Figure 1. Power grid (run 1).
Drawn at 2 px/um. Pins as bars on the die edge.
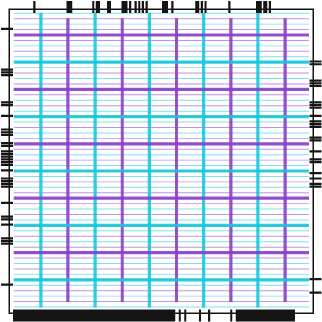
Figure 2. Where the registers sit (run 1).
Drawn at 3 px/um. Other sequential cells in the stronger grey, the rest of the logic in the fainter grey.
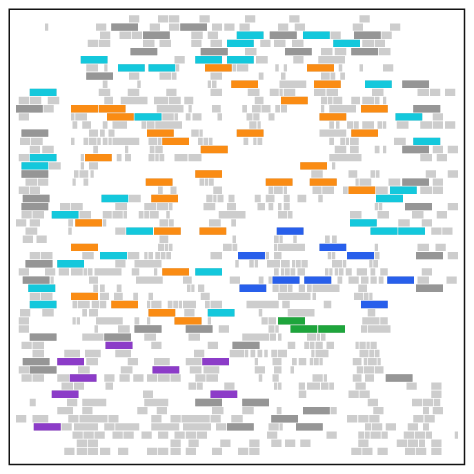
Figure 3. Placement by cell class (run 1).
Drawn at 3 px/um. Fill, decap, tap and diode cells in grey.
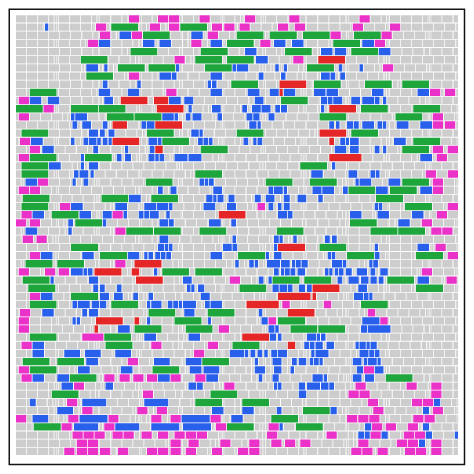
Figure 4. Routing congestion (run 1).
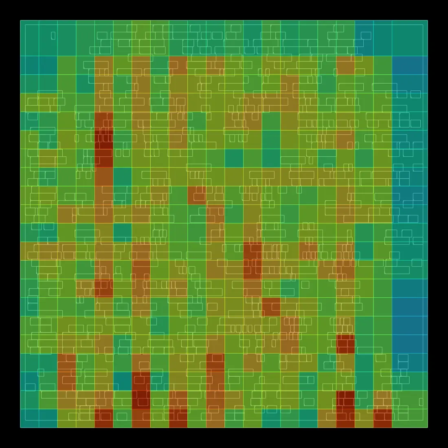
`src/rtl/syscall_unit.sv`:
```
// Services SYSCALLs held in writeback: print_int, print_string, print_char and exit.
// print_string fetches one byte per data-memory read through a private read port.
`timescale 1ns/1ps
module syscall_unit #(
  parameter int MAX_STR_LEN = 256
) (
  input  logic        clk,
  input  logic        reset,
  input  logic        syscall_valid,
  input  logic [31:0] v0,
  input  logic [31:0] a0,
  input  logic [31:0] a1,
  output logic        mem_rd,
  output logic [31:0] mem_addr,
  input  logic [31:0] mem_rdata,
  output logic        char_valid,
  output logic [7:0]  char_data,
  input  logic        char_ready,
  output logic        int_valid,
  output logic [31:0] int_data,
  input  logic        int_ready,
  output logic        stall,
  output logic        halted,
  output logic        bad_code
);

  localparam int CW = $clog2(MAX_STR_LEN + 1);

  typedef enum logic [2:0] {
    IDLE,
    STR_RD,
    STR_WAIT,
    STR_EMIT,
    CHAR_EMIT,
    INT_EMIT,
    HALT
  } state_t;

  state_t        state;
  logic [31:0]   str_ptr;
  logic [CW-1:0] count;
  logic          skip;
  logic          supported;
  logic [7:0]    cur_byte;
  logic [31:0]   count_next;
  logic [31:0]   ptr_next;
  logic          unused_a1;

  assign unused_a1  = ^a1;
  assign supported  = (v0 == 32'd1) || (v0 == 32'd4) || (v0 == 32'd10) || (v0 == 32'd11);
  assign cur_byte   = mem_rdata[{str_ptr[1:0], 3'b000} +: 8];
  assign count_next = 32'(count) + 32'd1;
  assign ptr_next   = str_ptr + 32'd1;

  // The held SYSCALL is stalled from the accepting cycle until the unit is back in IDLE.
  assign stall = (state != IDLE) || (syscall_valid && !skip && supported);

  // skip marks the first IDLE cycle after a service, when the same SYSCALL is still in writeback.
  always_ff @(posedge clk or posedge reset) begin
    if (reset) begin
      state      <= IDLE;
      mem_rd     <= 1'b0;
      mem_addr   <= '0;
      char_valid <= 1'b0;
      char_data  <= '0;
      int_valid  <= 1'b0;
      int_data   <= '0;
      halted     <= 1'b0;
      bad_code   <= 1'b0;
      str_ptr    <= '0;
      count      <= '0;
      skip       <= 1'b0;
    end else begin
      bad_code <= 1'b0;
      mem_rd   <= 1'b0;
      skip     <= 1'b0;
      case (state)
        IDLE: begin
          if (syscall_valid && !skip) begin
            case (v0)
              32'd1: begin
                int_data  <= a0;
                int_valid <= 1'b1;
                state     <= INT_EMIT;
              end
              32'd4: begin
                str_ptr  <= a0;
                count    <= '0;
                mem_rd   <= 1'b1;
                mem_addr <= {a0[31:2], 2'b00};
                state    <= STR_RD;
              end
              32'd10: begin
                halted <= 1'b1;
                state  <= HALT;
              end
              32'd11: begin
                char_data  <= a0[7:0];
                char_valid <= 1'b1;
                state      <= CHAR_EMIT;
              end
              default: bad_code <= 1'b1;
            endcase
          end
        end
        STR_RD: state <= STR_WAIT;
        STR_WAIT: begin
          if (cur_byte == 8'h00) begin
            state <= IDLE;
            skip  <= 1'b1;
          end else begin
            char_data  <= cur_byte;
            char_valid <= 1'b1;
            state      <= STR_EMIT;
          end
        end
        STR_EMIT: begin
          if (char_ready) begin
            char_valid <= 1'b0;
            str_ptr    <= ptr_next;
            count      <= count_next[CW-1:0];
            // Every character re-reads its word; no caching across bytes.
            if (count_next == 32'(MAX_STR_LEN)) begin
              state <= IDLE;
              skip  <= 1'b1;
            end else begin
              mem_rd   <= 1'b1;
              mem_addr <= {ptr_next[31:2], 2'b00};
              state    <= STR_RD;
            end
          end
        end
        CHAR_EMIT: begin
          if (char_ready) begin
            char_valid <= 1'b0;
            state      <= IDLE;
            skip       <= 1'b1;
          end
        end
        INT_EMIT: begin
          if (int_ready) begin
            int_valid <= 1'b0;
            state     <= IDLE;
            skip      <= 1'b1;
          end
        end
        HALT: halted <= 1'b1;
        default: state <= IDLE;
      endcase
    end
  end

endmodule

```
`config.mk`:
```
export PLATFORM = sky130hd
export DESIGN_NAME = syscall_unit
export DESIGN_NICKNAME = d
export VERILOG_FILES = /design/src/rtl/syscall_unit.sv
export SDC_FILE = /design/constraint.sdc
export NUM_CORES = 1
export LEC_CHECK = 0
export CAP_MARGIN = 20
export CELL_PAD_IN_SITES_DETAIL_PLACEMENT = 0
export CELL_PAD_IN_SITES_GLOBAL_PLACEMENT = 2
export CORE_MARGIN = 1.5
export CORE_UTILIZATION = 29
export DETAILED_ROUTE_END_ITERATION = 10
export PLACE_DENSITY_LB_ADDON = 0.1
export SLEW_MARGIN = 20
export SYNTH_ARGS = -nofsm -noshare
export SYNTH_HDL_FRONTEND = slang
export SYNTH_SLANG_ARGS = --single-unit
```
`constraint.sdc`:
```
create_clock -name clk -period 4.1 [get_ports clk]
set_input_delay 0.615 -clock clk [delete_from_list [all_inputs] [get_ports clk]]
set_output_delay 0.615 -clock clk [all_outputs]
set_load 0.005 [all_outputs]
```
==> run_results.csv, run 1 <==
group,metric,value,unit
outcome,status,"completed",
routing,drt-wirelength-per-cell,16.4,um
setup_path,required,3.48,ns
sta,finalHoldWorstSlack,0.497,ns
setup_path,critPathKind,"input port to output pin",
pwr,sw_frac_of_total,21.8,%
final_layout,layout.nets,889,
clocking,cts_htree_levels,4,
sta,timing.final.hold_violations,0,
routing,dr.pass1.iters,5,
global_routing,global_route_total_overflow,0,
clocking,cts_hold_repair.buffers,0,
setup_path,startpoint,"v0[5]",
routing,routed_via_density,4.78,
final_layout,nFillCells,2096,
global_routing,gr_met2_demand_resource,25.4,%
worst_hold_path,hold_path_startpoint,"mem_addr[23]",
global_routing,groute.usage.overall,15.7,%
sta,final.min_clock_period,3.48,ns
yosys,synth_compound_gate_area_share,9.05,%
placed_design,placed_cells_incl_taps,1013,
setup_path,critical_path_cell_by_cell,"clkdlybuf4s50_1 > nor4_1 > nand4_1 > o41ai_1 > clkdlybuf4s50_1",
routing,drt_drc_violations_left,0,
final_layout,multi_input_comb_cells,421,
final_layout,layout_top_cells,"176 x clkdlybuf4s50_1, 120 x dfrtp_1, 88 x mux2_2",
setup_path,critical_path_peak_fanout,4,
yosys,ys_types,61,
worst_hold_path,class_of_the_tightest_hold_or_removal_check,"register to register",
setup_path,cp_top_family,"buffers and inverters",
clocking,clk_transition_reported_paths,0.05,ns
final_layout,design.seq.count,120,
Notes on Figure 1 above:
Key: VSS = cyan; VDD = purple
10 straps on met5. 10 straps on met4.
Chip Height: 151 um
area of the core: 21700 um2
Worst VDD drop: 259 uV
Die Width: 151 um

Notes on Figure 2 above:
Key: char_data = purple [sequential cells 8, where south-west]; str_ptr = orange [sequential cells 32]; mem_addr = cyan [sequential cells 30]; count = blue [sequential cells 9]; state = green [sequential cells 3]
Another 38 sequential cells are not coloured.
fraction of the core area covered by cells at the end of the flow: 41.5%
register fraction of the total cell area: 33.4%
Seq group: 1.23 mW

Notes on Figure 3 above:
Key: flops = green [cells 120]; other buffers and delay cells = magenta [cells 183]; all other logic = blue [cells 430]; clock drivers and dummy loads = red [cells 30]
final cell area excluding filler cells: 9000 um2
number of rows created at floorplan: 54

Notes on Figure 4 above:
met1 layer usage reported by global route: 20.5%
busiest layer in global routing: met2
met3 track demand over resource in global routing: 3.83%

-- run 1: worst reg2reg max path, stage by stage (launching register included) --
cell	delay, ns
dfrtp_1	0.73
mux4_1	0.66
or4_1	0.55
nor2_2	0.18
nor3_2	0.10
nor2b_4	0.34
mux2_4	0.34
-- run 1: cell families after synthesis --
| group | Yosys count |
|---|---|
| mux | 110 |
| xor+xnor | 32 |
| flops | 120 |
| fa+ha+maj | 4 |
| simple gates | 176 |
| other cells | 1 |
| buf+inv | 41 |
| compound gates | 97 |
-- run 1: synth_stat cells (3+ instances only) --
cell | instances | area share, %
and2_1 | 4 | 0.39
nand3_1 | 20 | 1.6
mux2_1 | 3 | 0.53
nand4_1 | 13 | 1.3
xor2_1 | 22 | 3.0
xnor2_1 | 10 | 1.4
mux2_2 | 88 | 16
a31oi_1 | 4 | 0.39
nor3_1 | 8 | 0.63
a21oi_1 | 12 | 0.94
nand2_1 | 56 | 3.3
ha_1 | 4 | 0.79
nor4_1 | 10 | 0.98
a21boi_0 | 4 | 0.47
o21ai_0 | 54 | 4.2
dfrtp_1 | 120 | 47
o31ai_1 | 3 | 0.35
mux2i_1 | 3 | 0.47
clkbuf_1 | 20 | 1.2
nor2_1 | 36 | 2.1
mux2_4 | 8 | 1.9
o22a_1 | 4 | 0.55
inv_1 | 9 | 0.53
mux4_1 | 4 | 1.6
buf_2 | 7 | 0.55
mux4_2 | 4 | 1.4
and3_1 | 6 | 0.59
-- run 1: path summary, 6_finish.rpt --
kind / endpoint / depth (start not counted)
worst max-delay path: stall / 5
worst min-delay path: mem_addr[23] / 1
max in group asynchronous: str_ptr[2] / 3
worst min register to register: mem_addr[23] / 1
worst max register to register: char_data[2] / 6
min in group asynchronous: int_data[4] / 2
## Run 2: what changed since run 1
--- a/config.mk
+++ b/config.mk
@@ -9,7 +9,7 @@
 export CELL_PAD_IN_SITES_DETAIL_PLACEMENT = 0
 export CELL_PAD_IN_SITES_GLOBAL_PLACEMENT = 2
 export CORE_MARGIN = 1.5
-export CORE_UTILIZATION = 29
+export CORE_UTILIZATION = 26
 export DETAILED_ROUTE_END_ITERATION = 10
 export PLACE_DENSITY_LB_ADDON = 0.1
 export SLEW_MARGIN = 20
==> constraint.sdc (replaced) <==
create_clock -name clk -period 2.8 [get_ports clk]
set_input_delay 0.42 -clock clk [delete_from_list [all_inputs] [get_ports clk]]
set_output_delay 0.42 -clock clk [all_outputs]
set_load 0.005 [all_outputs]
Figure 5. Where the registers sit (run 2).
Drawn at 3 px/um. Other sequential cells in the stronger grey, the rest of the logic in the fainter grey.
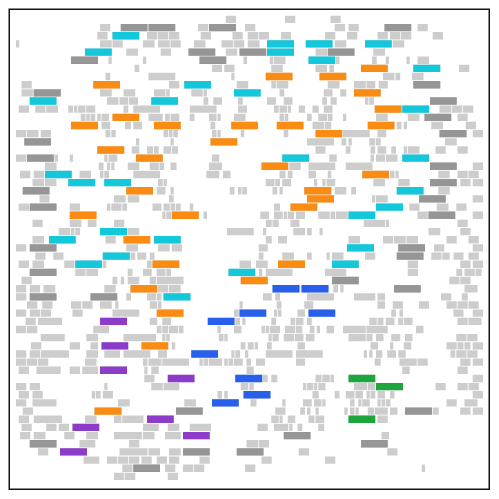
fraction of the core area covered by cells at the end of the flow: 38.4%
register fraction of the total cell area: 32.3%
combined flip-flop and latch cell area: 3000 um2
Seq group: 1.79 mW

Figure 6. Power grid (run 2).
Drawn at 2 px/um. Pins as bars on the die edge.
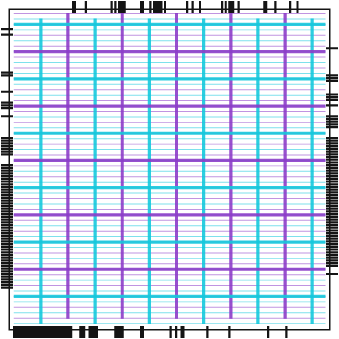
Key: VSS = cyan; VDD = purple
211 signal pins sit on the boundary. The core has 57 rows. 58 met1 rails follow the rows. 11 straps on met5. 11 straps on met4.
Die Width: 160 um
area of the core: 24200 um2
Chip Height: 160 um
Worst VDD drop: 335 uV

==> run 2 against run 1 <==
Against the previous run:
- clock skew shrank 0.0045 ns
- clock power grew 39%
- count of clock-buffer cells in the layout shrank 4
- synthesized cell count is the same
- first-iteration DRC count shrank 20%
- combinational power grew 51%
- register-to-register slack lost 0.99 ns
- critical path type is now register to register
- critical endpoint is now char_data[6]
==> run_results.csv, run 2 <==
group,metric,value,unit
yosys,most_used_standard_cells_in_the_synthesized_netlist,"120 x dfrtp_1, 88 x mux2_2, 56 x nand2_1, 54 x o21ai_0, 36 x nor2_1",
yosys,yosys.cell_count.top_type,"dfrtp_1",
clocking,cts_htree_levels,4,
placed_design,gpl.final_weighted_congestion,0.789,
routing,dr.pass1.iters,5,
setup_path,required,3.10,ns
setup_path,critPathKind,"register to register",
final_layout,layout.nets,910,
placed_design,portBuffers,176,
clocking,clk_transition_reported_paths,0.06,ns
clocking,tritoncts,"done",
worst_hold_path,class_of_the_tightest_hold_or_removal_check,"input port to async pin",
routing,drt_drc_violations_left,0,
die,num_rows,57,
routing,drt-wirelength-per-cell,16.3,um
yosys,area_leader_netlist,"dfrtp_1",
outcome,status,"completed",
yosys,synth.top_cell.area_share,47.1,%
pwr,totalPowerFinal,4.24,mW
setup_path,critical_path_peak_fanout,11,
final_layout,nFillCells,2367,
final_layout,final_area,9290,um2
global_routing,groute.usage.overall,14.6,%
yosys,ys_types,61,
final_layout,layout_top_cells,"176 x clkdlybuf4s50_1, 120 x dfrtp_1, 88 x mux2_2",
placed_design,placed_cells_incl_taps,1077,
routing,routed_via_density,4.65,
setup_path,timing.critical_path.arrival,3.00,ns
clocking,cts_hold_repair.buffers,0,
yosys,synth_compound_gate_area_share,9.05,%
clocking,cts.sinks,120,
sta,timing.final.hold_violations,0,
sta,final.min_clock_period,2.70,ns
run 2: cell counts after synthesis:
Identical to the previous run, type by type.
run 2: final cells by class:
cell class	count	area share, %
clock inverters	14	1.35
repair buffers	204	22.0
clock buffers	18	4.73
multi-input cells	421	34.8
inverters	9	0.404
flip-flops and latches	120	32.3
well taps	324	4.37
run 2: metrics by stage:
step	utilization (%)	hold WS (ns)
6_report	38.4	0.362
3_3_place_gp	35.9	0.470
5_1_grt	38.4	0.387
2_1_floorplan	-	0.468
4_1_cts	38.3	0.355
3_5_place_dp	35.9	0.466
run 2: worst max path at each step:
stage / to / depth (start not counted) / slack (ns) / start
after floorplan: char_data[0] / 8 / 0.36 / str_ptr[0]
after global routing: stall / 6 / -0.02 / v0[19]
after detailed placement: char_data[3] / 8 / -0.14 / mem_rdata[10]
after CTS: char_data[6] / 8 / 0.05 / str_ptr[0]
after global placement: char_data[0] / 8 / -0.11 / mem_rdata[10]
final: char_data[6] / 8 / 0.10 / str_ptr[0]
run 2: worst max-delay path, stage by stage, from the launching register on:
cell,delay (ns)
dfrtp_1,0.43
buf_12,0.17
mux4_2,0.54
or4_1,0.61
nor2_4,0.16
nor3_2,0.08
nor2b_4,0.15
buf_12,0.15
mux2_4,0.29
run 2: per-layer routing:
layer	share of wire [%]	global-route usage, %	vias to the layer above
li1	-	-	2491
met1	48	19.3	2506
met2	44	22.8	154
met3	6.9	5.29	14
met4	0.98	3.60	0
met5	0	0	-
run 2: power by group:
part	switching [mW]	internal [mW]	total, mW	leakage [nW]
sequential	0.0316	1.76	1.79	1.59
clock	0.863	1.25	2.11	0.273
combinational	0.125	0.207	0.332	2.14
run 2: what timing repair did:
action                     CTS  global route
setup buffers                1             0
pin swaps                    2             1
gates resized                2             4
setup endpoints to repair    1             9
cloned                       0             0
Power is estimated from default activity; no workload was simulated.
